### src/rtl/ddr_dly_pkg.sv
// Shared types and constants for the per-lane IOD delay-line training controller.
package ddr_dly_pkg;

  localparam int TAP_W = 8;

  typedef enum logic [3:0] {
    IDLE,
    LOAD,
    CLEAR,
    SETTLE,
    SAMPLE,
    STEP,
    CHECK,
    DONE,
    ERR
  } train_state_t;

  localparam logic [1:0] ERR_NONE    = 2'd0;
  localparam logic [1:0] ERR_OOR     = 2'd1;
  localparam logic [1:0] ERR_BOUND   = 2'd2;
  localparam logic [1:0] ERR_TIMEOUT = 2'd3;

endpackage

### src/rtl/ddr_dly_train_ctrl_if.sv
// Control, status and IOD/eye-monitor signals of one training lane.
interface ddr_dly_train_ctrl_if;
  import ddr_dly_pkg::*;

  logic             start;
  logic             abort;
  logic             busy;
  logic             done;
  logic             err;
  logic [1:0]       err_code;
  logic [TAP_W-1:0] tap_val;
  logic             dl_load;
  logic             dl_move;
  logic             dl_dir;
  logic             em_clear;
  logic             em_early;
  logic             em_late;
  logic             dl_oor;

  modport master (
    input  start, abort, em_early, em_late, dl_oor,
    output busy, done, err, err_code, tap_val, dl_load, dl_move, dl_dir, em_clear
  );

  modport slave (
    output start, abort, em_early, em_late, dl_oor,
    input  busy, done, err, err_code, tap_val, dl_load, dl_move, dl_dir, em_clear
  );

endinterface

### src/rtl/ddr_dly_train_ctrl.sv
// Per-lane delay-line training FSM: walks the IOD tap towards the eye centre
// using the eye-monitor early/late flags and reports lock, tap and failure cause.
module ddr_dly_train_ctrl
  import ddr_dly_pkg::*;
#(
  parameter int unsigned      SETTLE_CYCLES = 8,
  parameter int unsigned      LOCK_COUNT    = 4,
  parameter logic [TAP_W-1:0] MAX_TAP       = 8'd127,
  parameter logic [15:0]      MAX_ITER      = 16'd1024
) (
  input logic                  FAB_CLK,
  input logic                  ARST_N,
  ddr_dly_train_ctrl_if.master bus
);

  localparam logic [7:0] SETTLE_LD = 8'(SETTLE_CYCLES - 1);
  localparam logic [3:0] LOCK_N    = 4'(LOCK_COUNT);

  train_state_t     state;
  logic [7:0]       settle_cnt;
  logic [3:0]       lock_cnt;
  logic [15:0]      iter_cnt;
  logic [15:0]      iter_nxt;
  logic             early_q;
  logic             late_q;

  logic             busy;
  logic             done;
  logic             err;
  logic [1:0]       err_code;
  logic [TAP_W-1:0] tap_val;
  logic             dl_load;
  logic             dl_move;
  logic             dl_dir;
  logic             em_clear;

  function automatic logic [15:0] sat_inc16(input logic [15:0] v);
    return (v == 16'hFFFF) ? v : v + 16'd1;
  endfunction

  function automatic logic [TAP_W-1:0] tap_step(input logic [TAP_W-1:0] v, input logic up);
    return up ? v + TAP_W'(1) : v - TAP_W'(1);
  endfunction

  assign iter_nxt = sat_inc16(iter_cnt);

  always_ff @(posedge FAB_CLK or negedge ARST_N) begin
    if (!ARST_N) begin
      state      <= IDLE;
      busy       <= 1'b0;
      done       <= 1'b0;
      err        <= 1'b0;
      err_code   <= ERR_NONE;
      tap_val    <= '0;
      dl_load    <= 1'b0;
      dl_move    <= 1'b0;
      dl_dir     <= 1'b0;
      em_clear   <= 1'b0;
      settle_cnt <= '0;
      lock_cnt   <= '0;
      iter_cnt   <= '0;
      early_q    <= 1'b0;
      late_q     <= 1'b0;
    end else begin
      done     <= 1'b0;
      err      <= 1'b0;
      dl_load  <= 1'b0;
      dl_move  <= 1'b0;
      em_clear <= 1'b0;
      if (bus.abort) begin
        state  <= IDLE;
        busy   <= 1'b0;
        dl_dir <= 1'b0;
      end else begin
        unique case (state)
          IDLE: if (bus.start) begin
            state    <= LOAD;
            busy     <= 1'b1;
            dl_load  <= 1'b1;
            err_code <= ERR_NONE;
            tap_val  <= '0;
            lock_cnt <= '0;
            iter_cnt <= '0;
          end
          LOAD: begin
            tap_val  <= '0;
            em_clear <= 1'b1;
            state    <= CLEAR;
          end
          CLEAR: begin
            settle_cnt <= SETTLE_LD;
            state      <= SETTLE;
          end
          // Direction is registered one cycle ahead of dl_move so it is stable when the move strobe rises.
          SETTLE: if (settle_cnt == 8'd0) begin
            state   <= SAMPLE;
            early_q <= bus.em_early;
            late_q  <= bus.em_late;
            if (bus.em_early ^ bus.em_late) dl_dir <= bus.em_early;
          end else begin
            settle_cnt <= settle_cnt - 8'd1;
          end
          SAMPLE: begin
            iter_cnt <= iter_nxt;
            if (iter_nxt == MAX_ITER) begin
              state <= ERR; err <= 1'b1; busy <= 1'b0; err_code <= ERR_TIMEOUT;
            end else if (early_q && !late_q && tap_val == MAX_TAP) begin
              state <= ERR; err <= 1'b1; busy <= 1'b0; err_code <= ERR_BOUND;
            end else if (late_q && !early_q && tap_val == '0) begin
              state <= ERR; err <= 1'b1; busy <= 1'b0; err_code <= ERR_BOUND;
            end else if (early_q ^ late_q) begin
              lock_cnt <= '0;
              dl_move  <= 1'b1;
              state    <= STEP;
            end else if (early_q) begin
              lock_cnt <= '0;
              em_clear <= 1'b1;
              state    <= CLEAR;
            end else if (lock_cnt + 4'd1 == LOCK_N) begin
              state <= DONE; done <= 1'b1; busy <= 1'b0;
            end else begin
              lock_cnt <= lock_cnt + 4'd1;
              em_clear <= 1'b1;
              state    <= CLEAR;
            end
          end
          STEP: begin
            tap_val <= tap_step(tap_val, dl_dir);
            state   <= CHECK;
          end
          CHECK: if (bus.dl_oor) begin
            state <= ERR; err <= 1'b1; busy <= 1'b0; err_code <= ERR_OOR;
          end else begin
            em_clear <= 1'b1;
            state    <= CLEAR;
          end
          DONE:    state <= IDLE;
          ERR:     state <= IDLE;
          default: state <= IDLE;
        endcase
      end
    end
  end

  assign bus.busy     = busy;
  assign bus.done     = done;
  assign bus.err      = err;
  assign bus.err_code = err_code;
  assign bus.tap_val  = tap_val;
  assign bus.dl_load  = dl_load;
  assign bus.dl_move  = dl_move;
  assign bus.dl_dir   = dl_dir;
  assign bus.em_clear = em_clear;

endmodule

### src/flat_wrapper.sv
// flat-port wrapper written by rule: the top's interface ports become plain ports
module ddr_dly_train_ctrl_flat import ddr_dly_pkg::*;
#(
  parameter int unsigned      SETTLE_CYCLES = 8,
  parameter int unsigned      LOCK_COUNT    = 4,
  parameter logic [TAP_W-1:0] MAX_TAP       = 8'd127,
  parameter logic [15:0]      MAX_ITER      = 16'd1024
)
  (FAB_CLK, ARST_N, bus_start, bus_abort, bus_em_early, bus_em_late, bus_dl_oor, bus_busy, bus_done, bus_err, bus_err_code, bus_tap_val, bus_dl_load, bus_dl_move, bus_dl_dir, bus_em_clear);
  ddr_dly_train_ctrl_if bus_i ();
  input logic FAB_CLK;
  input logic ARST_N;
  input wire logic [$bits(bus_i.start)-1:0] bus_start;
  input wire logic [$bits(bus_i.abort)-1:0] bus_abort;
  input wire logic [$bits(bus_i.em_early)-1:0] bus_em_early;
  input wire logic [$bits(bus_i.em_late)-1:0] bus_em_late;
  input wire logic [$bits(bus_i.dl_oor)-1:0] bus_dl_oor;
  output wire logic [$bits(bus_i.busy)-1:0] bus_busy;
  output wire logic [$bits(bus_i.done)-1:0] bus_done;
  output wire logic [$bits(bus_i.err)-1:0] bus_err;
  output wire logic [$bits(bus_i.err_code)-1:0] bus_err_code;
  output wire logic [$bits(bus_i.tap_val)-1:0] bus_tap_val;
  output wire logic [$bits(bus_i.dl_load)-1:0] bus_dl_load;
  output wire logic [$bits(bus_i.dl_move)-1:0] bus_dl_move;
  output wire logic [$bits(bus_i.dl_dir)-1:0] bus_dl_dir;
  output wire logic [$bits(bus_i.em_clear)-1:0] bus_em_clear;
  assign bus_i.start = bus_start;
  assign bus_i.abort = bus_abort;
  assign bus_i.em_early = bus_em_early;
  assign bus_i.em_late = bus_em_late;
  assign bus_i.dl_oor = bus_dl_oor;
  assign bus_busy = bus_i.busy;
  assign bus_done = bus_i.done;
  assign bus_err = bus_i.err;
  assign bus_err_code = bus_i.err_code;
  assign bus_tap_val = bus_i.tap_val;
  assign bus_dl_load = bus_i.dl_load;
  assign bus_dl_move = bus_i.dl_move;
  assign bus_dl_dir = bus_i.dl_dir;
  assign bus_em_clear = bus_i.em_clear;
  ddr_dly_train_ctrl #(.SETTLE_CYCLES(SETTLE_CYCLES), .LOCK_COUNT(LOCK_COUNT), .MAX_TAP(MAX_TAP), .MAX_ITER(MAX_ITER)) u_core (.FAB_CLK(FAB_CLK), .ARST_N(ARST_N), .bus(bus_i));
endmodule
### config.mk
export PLATFORM = sky130hd
export DESIGN_NAME = ddr_dly_train_ctrl_flat
export DESIGN_NICKNAME = d
export VERILOG_FILES = /design/src/rtl/ddr_dly_pkg.sv /design/src/rtl/ddr_dly_train_ctrl_if.sv /design/src/rtl/ddr_dly_train_ctrl.sv /design/src/flat_wrapper.sv
export SDC_FILE = /design/constraint.sdc
export NUM_CORES = 1
export LEC_CHECK = 0
export CAP_MARGIN = 20
export CORE_MARGIN = 2
export CORE_UTILIZATION = 60
export CTS_CLUSTER_SIZE = 30
export DETAILED_ROUTE_END_ITERATION = 16
export GPL_TIMING_DRIVEN = 0
export PLACE_DENSITY = 0.83
export SLEW_MARGIN = 0
export SYNTH_ARGS = -nofsm -noshare
export SYNTH_HDL_FRONTEND = slang
export SYNTH_SLANG_ARGS = --single-unit
export TNS_END_PERCENT = 20
### constraint.sdc
create_clock -name FAB_CLK -period 5.18 [get_ports FAB_CLK]
set_input_delay 1.554 -clock FAB_CLK [delete_from_list [all_inputs] [get_ports FAB_CLK]]
set_output_delay 1.554 -clock FAB_CLK [all_outputs]
set_load 0.01 [all_outputs]
Run 1, routing congestion:
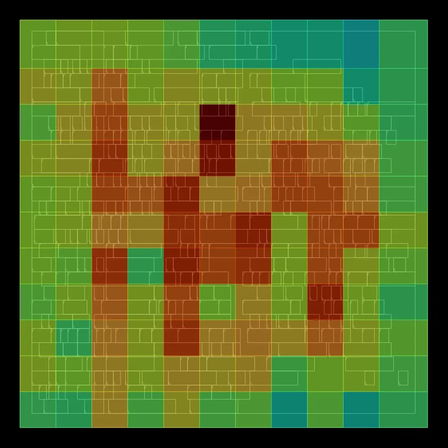
met3 track demand over resource in global routing: 5.06%
met2 Usage GRT: 42.8%
Layout Utilization: 69.6%
final routed wire length divided by cell count: 15.6 um

Run 1, signal wires by layer:
The bar under the picture is 20 um long.
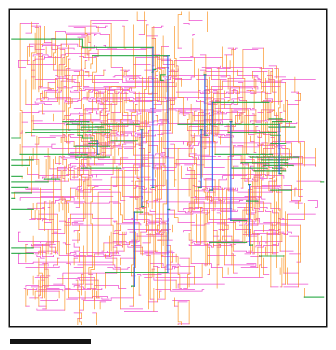
Key: met4 = blue [wire length 232 um]; met2 = orange [wire length 3550 um]; met3 = green [wire length 438 um]; met1 = magenta [wire length 3210 um]
Total Routing Usage GR: 26.2%
Final Routed Wirelength: 7440 um

Run 1, wiring heat map:
The bar under the picture is 20 um long. The die is cut into 16 by 16 equal tiles; dark blue is low, red is high, scaled to the fullest tile. Values are wire area over tile area, all layers added.
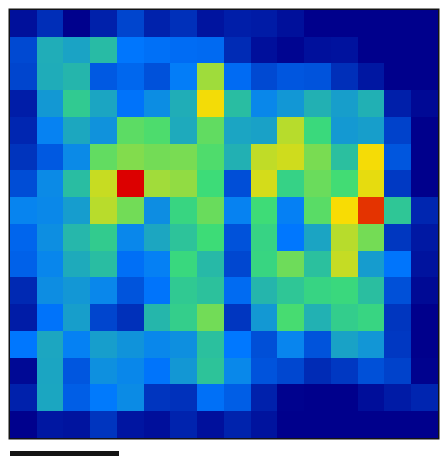
15% of the tiles are over half the peak. 12% of the tiles are nearly empty. The mean over all tiles is 0.20. The densest ninth of the die: center. The fullest tile reaches 0.72.

==> run 1: report_power, final <==
group / internal [mW] / total (mW) / leakage [nW] / switching, mW
Combinational: 0.0928 / 0.226 / 0.868 / 0.133
Clock: 0.156 / 0.290 / 0.0612 / 0.134
Sequential: 0.428 / 0.460 / 0.689 / 0.0326
==> run 1: worst max-delay path: stages <==
cell,delay [ns]
clkbuf_1,0.20
or2_0,0.25
clkbuf_1,0.19
or4_1,0.53
clkbuf_1,0.18
nor3_1,0.25
nand2_1,0.11
xor2_1,0.14
nor2_1,0.05
==> run 1: per-stage QoR <==
| stage | hold WS [ns] | power, mW | instance area (um2) | worst slack [ns] | util, % |
|---|---|---|---|---|---|
| finish | 0.532 | 0.976 | 3760 | 1.89 | 69.6 |
| global placement | 0.515 | 0.679 | 3620 | 1.09 | 67.0 |
| detailed placement | 0.520 | 0.689 | 3640 | 1.57 | 67.4 |
| CTS | 0.533 | 0.982 | 3760 | 1.91 | 69.6 |
| floorplan | 0.490 | 0.614 | 3310 | 1.91 | - |
| global route | 0.549 | 1.03 | 3760 | 1.67 | 69.6 |
==> run 1: sequential cells by signal, summed over array words and instances (netlist names) <==
register and flops:
u_core.bus.tap_val 8, u_core.bus.err_code 2, u_core.bus.dl_dir 1, u_core.bus.err 1, u_core.early_q 1, u_core.iter_cnt 16
u_core.state 4, u_core.late_q 1, u_core.bus.busy 1, u_core.lock_cnt 4, u_core.bus.dl_move 1, u_core.bus.dl_load 1
u_core.settle_cnt 8, u_core.bus.em_clear 1, u_core.bus.done 1
==> run 1: placed cells by master, fill, tap and decap left out, types with 3 or more instances in the layout <==
master            n
a22o_1            3
clkbuf_1          8
xnor2_1           5
nor4_1            7
or3_1             4
dfrtp_1          51
ha_1             13
xor2_1           12
nand2_1          36
buf_2             6
o21ai_0          35
nor2b_1           3
a41oi_1           3
nand2b_1          5
nand3_1          10
clkbuf_8          6
a21oi_1          21
a31oi_1           6
nand4_1          10
a21o_1            5
nor2_1           42
and3_1            4
inv_1            14
clkdlybuf4s50_1  21
nor3_1           12
==> run 1: cell type report <==
class                           instances  share of cell area [%]
Timing Repair Buffer                   24                    6.39
Multi-Input combinational cell        291                    50.5
Clock inverter                          2                   0.932
Tap cell                               72                    2.40
Clock buffer                            6                    2.20
Buffer                                 17                    2.23
Inverter                               14                    1.40
Sequential cell                        51                    33.9
==> run 1: metal layers <==
metal | wire [um] | up-vias
li1 | - | 1417
met1 | 3210 | 1422
met2 | 3550 | 109
met3 | 437 | 23
met4 | 231 | 0
met5 | 0 | -
==> run 1: logic make-up (layout without fill, tap and decap cells) <==
family	Yosys count	count (layout)	share of synthesized area [%]
xor+xnor	17	17	4.50
fa+ha+maj	14	14	5.52
buf+inv	31	63	4.12
flops	51	51	38.5
compound gates	98	98	19.9
mux	4	4	1.28
simple gates	158	158	26.1
==> qor.yml, run 1 <==
placement:
  portBuffers: 22
  routabilityCongestion: 0.959
  place_hpwl_um: 5380
  number_of_placed_instances_with_taps_included: 469
worst_setup_path:
  worst-r2r-setup-slack_ns: 2.49
  worst-setup-path-type: "input pin to flop"
  crit_start: "bus_abort"
  cp_data_required_time_ns: 5.34
  timing.critical_path.from_type: "input pin"
  timing.critical_path.to_type: "flop"
  crit_path_max_fanout: 8
  crit_path_dat_ns: 3.46
  worstReg2RegEnd: "u_core.lock_cnt[0]"
  timing.rr.start: "u_core.iter_cnt[0]"
  setup.worst_path.end: "u_core.settle_cnt[7]"
logic_synthesis:
  most_frequent_cell_after_synthesis: "dfrtp_1"
  post_synth_inst_count: 373
  postSynthSeqShare_pct: 38.5
  enable_flop_cells: 0
  cell_types_occupying_the_most_area_after_synthesis: "dfrtp_1 39%, o21ai_0 5.3%, ha_1 4.9%, nor2_1 4.8%, nand2_1 4.1%"
  postSynthAreaPerCell_um2: 8.88
  synthesized_registers: 51
  top_area_share_pct: 38.5
  yosys.cell_types.count: 69
  synth-async-reset-ratio_pct: 100
  synthDominantAreaCellType: "dfrtp_1"
  common_cells: "51 x dfrtp_1, 42 x nor2_1, 36 x nand2_1"
  number_of_warnings_reported_in_the_yosys_synthesis_log: 0
  mappedNetlistArea_um2: 3310
global_route:
  top_usage_layer: "met2"
  grt_max_degree: 33
  grt_overflow_total: 0
  first_global_vias: 2767
  grt.met1_usage_pct: 33.3
  grt_first_pass_wirelength_um: 12700
routing:
  remaining_antenna_violation_count: 0
  drtIter0Drc: 187
  dr_total_vias: 2971
  detail_route.vias_per_cell: 6.23
clocking:
  worst_setup_hold_path_clk_slew_ns: 0.10
  clock_sinks: 51
  clock_tree_from_tritoncts: "built"
  max-clock-path-buffers: 2
  cts.hold.buffers_added: 0
  cts_root_buf: "clkbuf_8"
  clock_latency_ns: 0.31
  cts_resized: 0
  ctsHtreeMaxLevel: 2
floorplan:
  fp.dieArea_um2: 6130
  die_w_um: 78.3
  core-area_um2: 5410
  die-height_um: 78.3
  fp_util_pct: 61.3
sta:
  worst_slew_margin_rel_pct: 43.1
  maxClockFrequency_mhz: 304
  final.setup_skew_ns: 0.00813
  tightest_slew_ns: 0.847
  hold_viol_final: 0
  post-route-period-util_pct: 63.6
  final-setup-viol-count: 0
  setup-tns-final_ns: 0
  final.min_clock_period_ns: 3.29
  slew_violations: 0
power:
  vdd_drop_max_v: 0.000238
  leakagePower_nw: 1.62
  power.density_nw_per_um2: 260
layout:
  n_fill_cell: 425
  design.final.nets: 425
  mi_logic_area_um2: 1900
  layout-drive-gt1-share_pct: 9.38
  ff_latch_area_um2: 1280
flow_run:
  drv_cap: 0
  stage_log_warnings: 29
min_path:
  holdCritPathClass: "flop to flop"
  hold_path_end: "u_core.bus.err_code[0]"
  min_from: "u_core.bus.err_code[0]"
outcome:
  outcome: "finished clean"
==> run 1 -> run 2 <==
--- a/config.mk
+++ b/config.mk
@@ -7,11 +7,11 @@
 export LEC_CHECK = 0
 export CAP_MARGIN = 20
 export CORE_MARGIN = 2
-export CORE_UTILIZATION = 60
+export CORE_UTILIZATION = 59
 export CTS_CLUSTER_SIZE = 30
 export DETAILED_ROUTE_END_ITERATION = 16
 export GPL_TIMING_DRIVEN = 0
-export PLACE_DENSITY = 0.83
+export PLACE_DENSITY = 0.82
 export SLEW_MARGIN = 0
 export SYNTH_ARGS = -nofsm -noshare
 export SYNTH_HDL_FRONTEND = slang
==> constraint.sdc (replaced) <==
create_clock -name FAB_CLK -period 3.2 [get_ports FAB_CLK]
set_input_delay 0.96 -clock FAB_CLK [delete_from_list [all_inputs] [get_ports FAB_CLK]]
set_output_delay 0.96 -clock FAB_CLK [all_outputs]
set_load 0.01 [all_outputs]
Run 2, routing congestion:
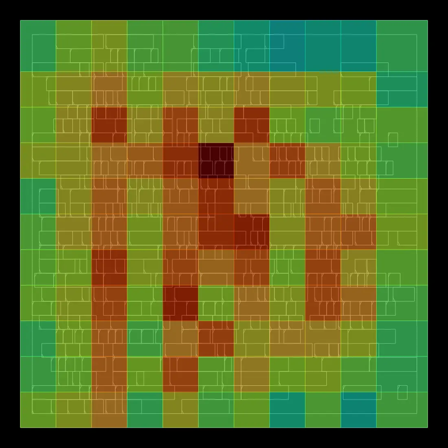
met2 Usage GRT: 45.6%
Total Routing Usage GR: 26.0%
met3 track demand over resource in global routing: 3.52%
global-route track usage on met1: 33.9%
Layout Utilization: 67.9%

==> run 2 against run 1 <==
  * Total power grew 49%
  * Wire length increased by 2.0%
  * Non-clock buffer count stayed put
  * Sequential power rose by 62%
  * Clock power grew 21%
  * Die area up 1.6%
  * Global-route usage shrank 0.14 points
  * Via count shrank 1.4%
  * Synthesized area stayed put
  * Worst hold slack improved by 0.0012 ns
  * Critical path type unchanged
  * Critical endpoint is now u_core.settle_cnt[5]
  * Largest cell class unchanged
  * Highest routed layer unchanged
==> qor.yml, run 2 <==
outcome:
  outcome: "finished clean"
sta:
  worst_hold_slack_ns: 0.534  # +0.00120 ns
  post-route-period-util_pct: 85.6
  tightest_slew_ns: 0.800  # -0.0467 ns
  final.min_clock_period_ns: 2.74
  setup-tns-final_ns: 0  # unchanged
  setup_ws_ns: 0.460  # -1.43 ns
  final.setup_skew_ns: 0.00377  # -0.00435 ns
  worst_slew_margin_rel_pct: 46.2  # +3.1 points
  maxClockFrequency_mhz: 365
worst_setup_path:
  crit_path_cell_trace: "clkbuf_1, or2_0, clkbuf_1, or4_1, clkbuf_1, nor3_1, nand2_1, xor2_1, nor2_1"
  cp_data_required_time_ns: 3.35  # -1.99 ns
  crit_start: "bus_abort"
  critical-path-top-delay-family: "simple AND/OR/NAND/NOR gates"
  worst-setup-path-type: "input pin to flop"
  critical_path.most_common_cell: "clkbuf_1"
  crit_path_dat_ns: 2.89  # -0.57 ns
  worst-r2r-setup-slack_ns: 0.53  # -1.96 ns
  worstReg2RegEnd: "u_core.lock_cnt[1]"
  cp_slowest_cell: "or4_1"
  timing.critical_path.to_type: "flop"
  critical_path_cell_count: 9  # unchanged
logic_synthesis:
  synthesized_registers: 51  # unchanged
  number_of_warnings_reported_in_the_yosys_synthesis_log: 0  # unchanged
  most_frequent_cell_after_synthesis: "dfrtp_1"
  enable_flop_cells: 0  # unchanged
  cell_types_occupying_the_most_area_after_synthesis: "dfrtp_1 39%, o21ai_0 5.3%, ha_1 4.9%, nor2_1 4.8%, nand2_1 4.1%"
  yosys.cell_types.count: 69  # unchanged
  post_synth_inst_count: 373  # unchanged
  postSynthSeqShare_pct: 38.5  # unchanged
  common_cells: "51 x dfrtp_1, 42 x nor2_1, 36 x nand2_1"
min_path:
  holdCritPathClass: "flop to flop"
layout:
  layout_top_cell_excl_fill_tap: "dfrtp_1"
  top_registers: "u_core.iter_cnt (16), u_core.bus.tap_val (8), u_core.settle_cnt (8)"
  most_flops_register: "u_core.iter_cnt"
  layout-drive-gt1-share_pct: 8.68  # -0.70 points
  final_design_area_no_fill_um2: 3710  # -1.2%
  number_of_flip_flops_in_the_largest_register: 16  # unchanged
power:
  power.total_mw: 1.46  # +49%
  vdd_drop_max_v: 0.000331  # +39%
  power.density_nw_per_um2: 393  # +51%
  leakagePower_nw: 1.59  # -1.5%
  seq_power_share_pct: 51.0  # +3.9 points
  p_int_mw: 0.988  # +46%
  power_frac_clock_pct: 24.0  # -5.7 points
routing:
  wirelength_um: 7580  # +2.0%
  detail_route.vias_per_cell: 6.16  # -1.0%
  remaining_antenna_violation_count: 0  # unchanged
  final_routed_wire_length_divided_by_cell_count_um: 16.0  # +2.4%
  drtIter0Drc: 193  # +3.2%
  dr_total_vias: 2928  # -1.4%
floorplan:
  die_w_um: 78.9  # +0.80%
  fp.dieArea_um2: 6230  # +1.6%
  core-area_um2: 5470  # +1.3%
  die-height_um: 78.9  # +0.80%
clocking:
  ctsHtreeMaxLevel: 2  # unchanged
  cts.hold.buffers_added: 0  # unchanged
  cts_resized: 0  # unchanged
  clock_tree_from_tritoncts: "built"
  clock_latency_ns: 0.30  # about the same
  worst_setup_hold_path_clk_slew_ns: 0.09  # about the same
flow_run:
  drv_cap: 0  # unchanged
  stage_log_warnings: 29  # unchanged
global_route:
  grt_max_degree: 33  # unchanged
  first_global_vias: 2750  # -0.61%
  grt_overflow_total: 0  # unchanged
placement:
  pre_cts_ws_ns: -0.107  # -1.68 ns
  place_hpwl_um: 5510  # +2.4%
  placement_cell_area_um2: 3640  # -0.14%
  number_of_placed_instances_with_taps_included: 468  # -0.21%
## run 2: cell counts after synthesis
No cell type changed its count.
## run 2: final cells by class
class / instances / area, um2
flip-flops and latches: 51 / 1280
inverters: 14 / 52.6
repair buffers: 24 / 240
well taps: 72 / 90.1
multi-input cells: 291 / 1900
plain buffers: 17 / 83.8
clock buffers: 6 / 72.6
fillers: 468 / 1760
## run 2: power groups by stage
stage          clock network (mW)  registers, mW  logic, mW
6_report                    0.350          0.743      0.366
5_1_grt                     0.375          0.753      0.411
4_1_cts                     0.357          0.743      0.363
3_5_place_dp                    0          0.755      0.360
3_3_place_gp                    0          0.754      0.345
2_1_floorplan                   0          0.752      0.242
## run 2: how the worst min path moves through the flow
stage,from,slack [ns],to
2_1_floorplan,u_core.settle_cnt[0],0.49,u_core.settle_cnt[0]
3_3_place_gp,u_core.bus.err_code[0],0.51,u_core.bus.err_code[0]
3_5_place_dp,u_core.settle_cnt[0],0.52,u_core.settle_cnt[0]
4_1_cts,u_core.settle_cnt[0],0.53,u_core.settle_cnt[0]
5_1_grt,u_core.settle_cnt[0],0.57,u_core.settle_cnt[0]
6_report,u_core.settle_cnt[0],0.53,u_core.settle_cnt[0]
## run 2: routing by layer
metal	vias up	global-route usage [%]	wire length [um]
met4	0	7.59	100
li1	1412	-	-
met3	8	3.52	280
met2	87	45.6	3820
met1	1421	33.9	3380
met5	-	0	0
## run 2: kinds of logic (layout without fill, tap and decap cells)
group	Yosys count	in the layout	share of synthesized area (%)
XOR/XNOR	17	17	4.50
adder cells (fa/ha/maj)	14	14	5.52
multiplexers	4	4	1.28
AND/OR/NAND/NOR	158	158	26.1
AND-OR/OR-AND	98	98	19.9
buffers and inverters	31	61	4.12
flip-flops	51	51	38.5
==> run 2 -> run 3 <==
--- a/config.mk
+++ b/config.mk
@@ -10,6 +10,7 @@
 export CORE_UTILIZATION = 59
 export CTS_CLUSTER_SIZE = 30
 export DETAILED_ROUTE_END_ITERATION = 16
+export GPL_ROUTABILITY_DRIVEN = 0
 export GPL_TIMING_DRIVEN = 0
 export PLACE_DENSITY = 0.82
 export SLEW_MARGIN = 0
Run 3, signal wires by layer:
The bar under the picture is 20 um long.
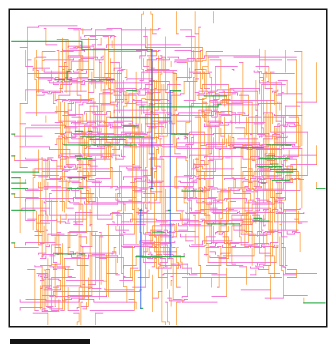
Key: met2 = orange [wire length 3820 um]; met3 = green [wire length 281 um]; met4 = blue [wire length 101 um]; met1 = magenta [wire length 3380 um]
Final Routed Wirelength: 7580 um
total via count in the routed design: 2928
final routed wire length divided by cell count: 16.0 um

==> run 3 against run 2 <==
  * Clock power about the same
  * Clock skew unchanged
  * Highest routed layer unchanged
  * Core utilization unchanged
  * Critical path type unchanged
  * Total power unchanged
  * Largest power group unchanged
  * Worst hold slack unchanged
  * Synthesized area unchanged
==> qor.yml, run 3 <==
outcome:
  outcome: "finished clean"
floorplan:
  fp_util_pct: 60.5
  placement_rows: 27
  die_w_um: 78.9  # unchanged
  fp.dieArea_um2: 6230  # unchanged
  core-area_um2: 5470  # unchanged
  die-height_um: 78.9  # unchanged
  floorplan.io_pins: 24
logic_synthesis:
  synth_compound_gate_area_share_pct: 19.9  # unchanged
  synth-async-reset-ratio_pct: 100
  enable_flop_cells: 0  # unchanged
  synthDominantAreaCellType: "dfrtp_1"
  simple_gate_share_pct: 26.1  # unchanged
  postSynth.topFlopCell: "dfrtp_1"
  top_area_share_pct: 38.5
  postSynthNetCount: 394
  muxShareOfSynthArea_pct: 1.28  # unchanged
  common_cells: "51 x dfrtp_1, 42 x nor2_1, 36 x nand2_1"
  cell_types_occupying_the_most_area_after_synthesis: "dfrtp_1 39%, o21ai_0 5.3%, ha_1 4.9%, nor2_1 4.8%, nand2_1 4.1%"
  adder_share_pct: 5.52  # unchanged
  yosys_cells: 373
  yosys-dominant-comb-family: "simple AND/OR/NAND/NOR gates"
  postSynthSeqShare_pct: 38.5  # unchanged
  post_synth_xor_area_fraction_pct: 4.50  # unchanged
  postSynthAreaPerCell_um2: 8.88
  synth_chip_area_um2: 3310
  mappedNetlistArea_um2: 3310
  most_frequent_cell_after_synthesis: "dfrtp_1"
  synthesized_registers: 51  # unchanged
  yosys.cell_types.count: 69  # unchanged
  post_synth_inst_count: 373  # unchanged
  number_of_warnings_reported_in_the_yosys_synthesis_log: 0  # unchanged
worst_setup_path:
  cp_data_required_time_ns: 3.35  # about the same
  crit_path_dat_ns: 2.89  # about the same
  timing.critical_path.from_type: "input pin"
  crit_path_max_fanout: 8
  worst-setup-path-type: "input pin to flop"
  timing.critical_path.to_type: "flop"
layout:
  top_registers: "u_core.iter_cnt (16), u_core.bus.tap_val (8), u_core.settle_cnt (8)"
  number_of_flip_flops_in_the_largest_register: 16  # unchanged
  design.final.nets: 425
  layout_top_cell_excl_fill_tap: "dfrtp_1"
  num_antenna_cells: 0
  most-common-layout-cells: "51 x dfrtp_1, 42 x nor2_1, 36 x nand2_1"
  area_growth_pct: 12.2
  final_core_util_pct: 67.9  # unchanged
  most_flops_register: "u_core.iter_cnt"
  layout-drive-gt1-share_pct: 8.68  # unchanged
routing:
  first_pass_iters: 4
  drtIter0Drc: 193  # unchanged
  remaining_antenna_violation_count: 0  # unchanged
  detail_route.vias_per_cell: 6.16  # unchanged
  drc: 0
placement:
  place_hpwl_um: 5510  # unchanged
  portBuffers: 22
clocking:
  clock_tree_from_tritoncts: "built"
  clock_latency_ns: 0.30  # about the same
  max-clock-path-buffers: 2
  cts_root_buf: "clkbuf_8"
  post_cts.repair.setup_buffers: 0
  ctsHtreeMaxLevel: 2  # unchanged
  worst_setup_hold_path_clk_slew_ns: 0.09  # about the same
  cts_resized: 0  # unchanged
  clock_sinks: 51
  num_cts_buffers: 5
  cts.hold.buffers_added: 0  # unchanged
min_path:
  holdCritPathClass: "flop to flop"
global_route:
  grt_antenna_before_repair: 0
  grt_overflow_total: 0  # unchanged
  first_global_vias: 2750  # unchanged
  grt_first_pass_wirelength_um: 12900
  track_usage_pct: 26.0  # unchanged
  grt_max_degree: 33  # unchanged
sta:
  hold_viol_final: 0
  maxClockFrequency_mhz: 365  # unchanged
  final.setup_skew_ns: 0.00377  # unchanged
  tightest_slew_ns: 0.800  # unchanged
  post-route-period-util_pct: 85.6  # unchanged
  slew_violations: 0
  grt_setup_unrepaired: "no"
  final.min_clock_period_ns: 2.74  # unchanged
  setup-tns-final_ns: 0  # unchanged
  final-setup-viol-count: 0
  worst_slew_margin_rel_pct: 46.2  # unchanged
power:
  vdd_drop_max_v: 0.000331  # unchanged
  leakagePower_nw: 1.59  # unchanged
  power.density_nw_per_um2: 393  # unchanged
flow_run:
  stage_log_warnings: 29  # unchanged
  drv_cap: 0  # unchanged
run 3: cell counts after synthesis:
No cell type changed its count.
run 3: metrics by stage:
step                cells  hold slack, ns  total power, mW  instance area, um2  worst slack, ns
global placement      467           0.514             1.10                3620           -0.359
finish                475           0.534             1.46                3710            0.460
global route          475           0.565             1.54                3710            0.311
detailed placement    468           0.521             1.11                3640           -0.107
CTS                   474           0.533             1.46                3710            0.199
floorplan             373           0.490            0.993                3310            0.524
run 3: final timing paths:
path,endpoint,slack [ns],depth (start not counted),start
max reg2reg,u_core.lock_cnt[1],0.53,8,u_core.iter_cnt[1]
min reg2reg,u_core.settle_cnt[0],0.53,1,u_core.settle_cnt[0]
min in group asynchronous,u_core.iter_cnt[7],0.62,1,ARST_N
min,u_core.settle_cnt[0],0.53,1,u_core.settle_cnt[0]
max in group asynchronous,u_core.bus.tap_val[0],2.04,2,ARST_N
max,u_core.settle_cnt[5],0.46,9,bus_abort
run 3: where the power goes:
part           switching, mW  leakage, nW  internal (mW)  total, mW
Sequential            0.0511        0.689          0.692      0.743
Combinational          0.216        0.867          0.150      0.366
Clock                  0.203       0.0371          0.146      0.350
run 3: cell families after synthesis:
logic type | Yosys count
compound gates | 98
buf+inv | 31
xor+xnor | 17
flops | 51
mux | 4
fa+ha+maj | 14
simple gates | 158
run 3: per-layer routing:
layer | vias to the layer above | global-route usage [%] | part of all wire (%)
met4 | 0 | 7.59 | 1.3
met1 | 1421 | 33.9 | 45
met5 | - | 0 | 0
met3 | 8 | 3.52 | 3.7
li1 | 1412 | - | -
met2 | 87 | 45.6 | 50
run 3: critical path, stage by stage:
cell      delay [ns]
clkbuf_1        0.19
or2_0           0.24
clkbuf_1        0.19
or4_1           0.54
clkbuf_1        0.19
nor3_1          0.25
nand2_1         0.11
xor2_1          0.15
nor2_1          0.06
run 3: final cells by class:
type                            instances  area (um2)
Multi-Input combinational cell        291        1900
Fill cell                             468        1760
Sequential cell                        51        1280
Timing Repair Buffer                   24         240
Tap cell                               72        90.1
Buffer                                 17        83.8
Clock buffer                            6        72.6
Inverter                               14        52.6

==> notes/layouts.md <==
Pictures saved along the way, in no particular order.

Placed cells, one color a class.
picture 1
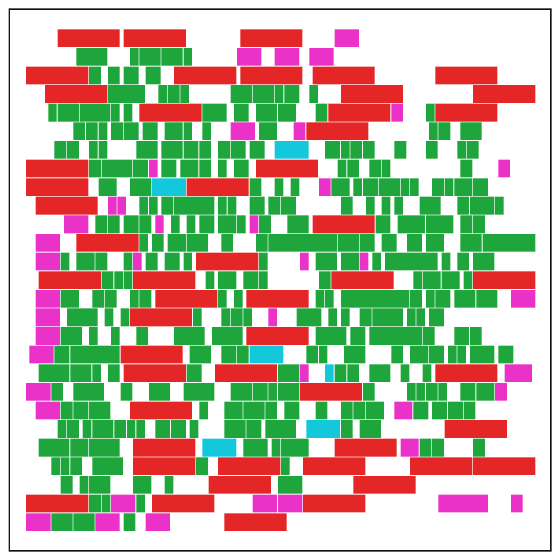
picture 2
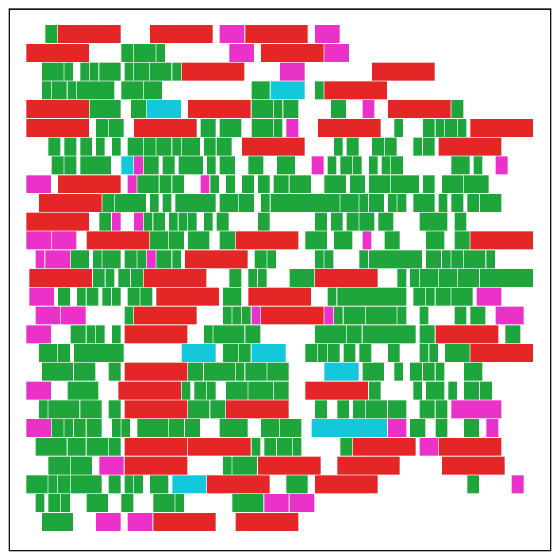
Picture 1 comes from run 2.
Picture 2 comes from run 1.

Key to picture 2:
Key: flops = red [cells 51, share of their area 35%]; all other logic = green [cells 305, share of their area 53%]; other buffers and delay cells = magenta [cells 41, share of their area 8.8%]; clock drivers and dummy loads = cyan [cells 8, share of their area 3.2%]

Power figures rest on the tool's default switching activity, not on a simulated workload.
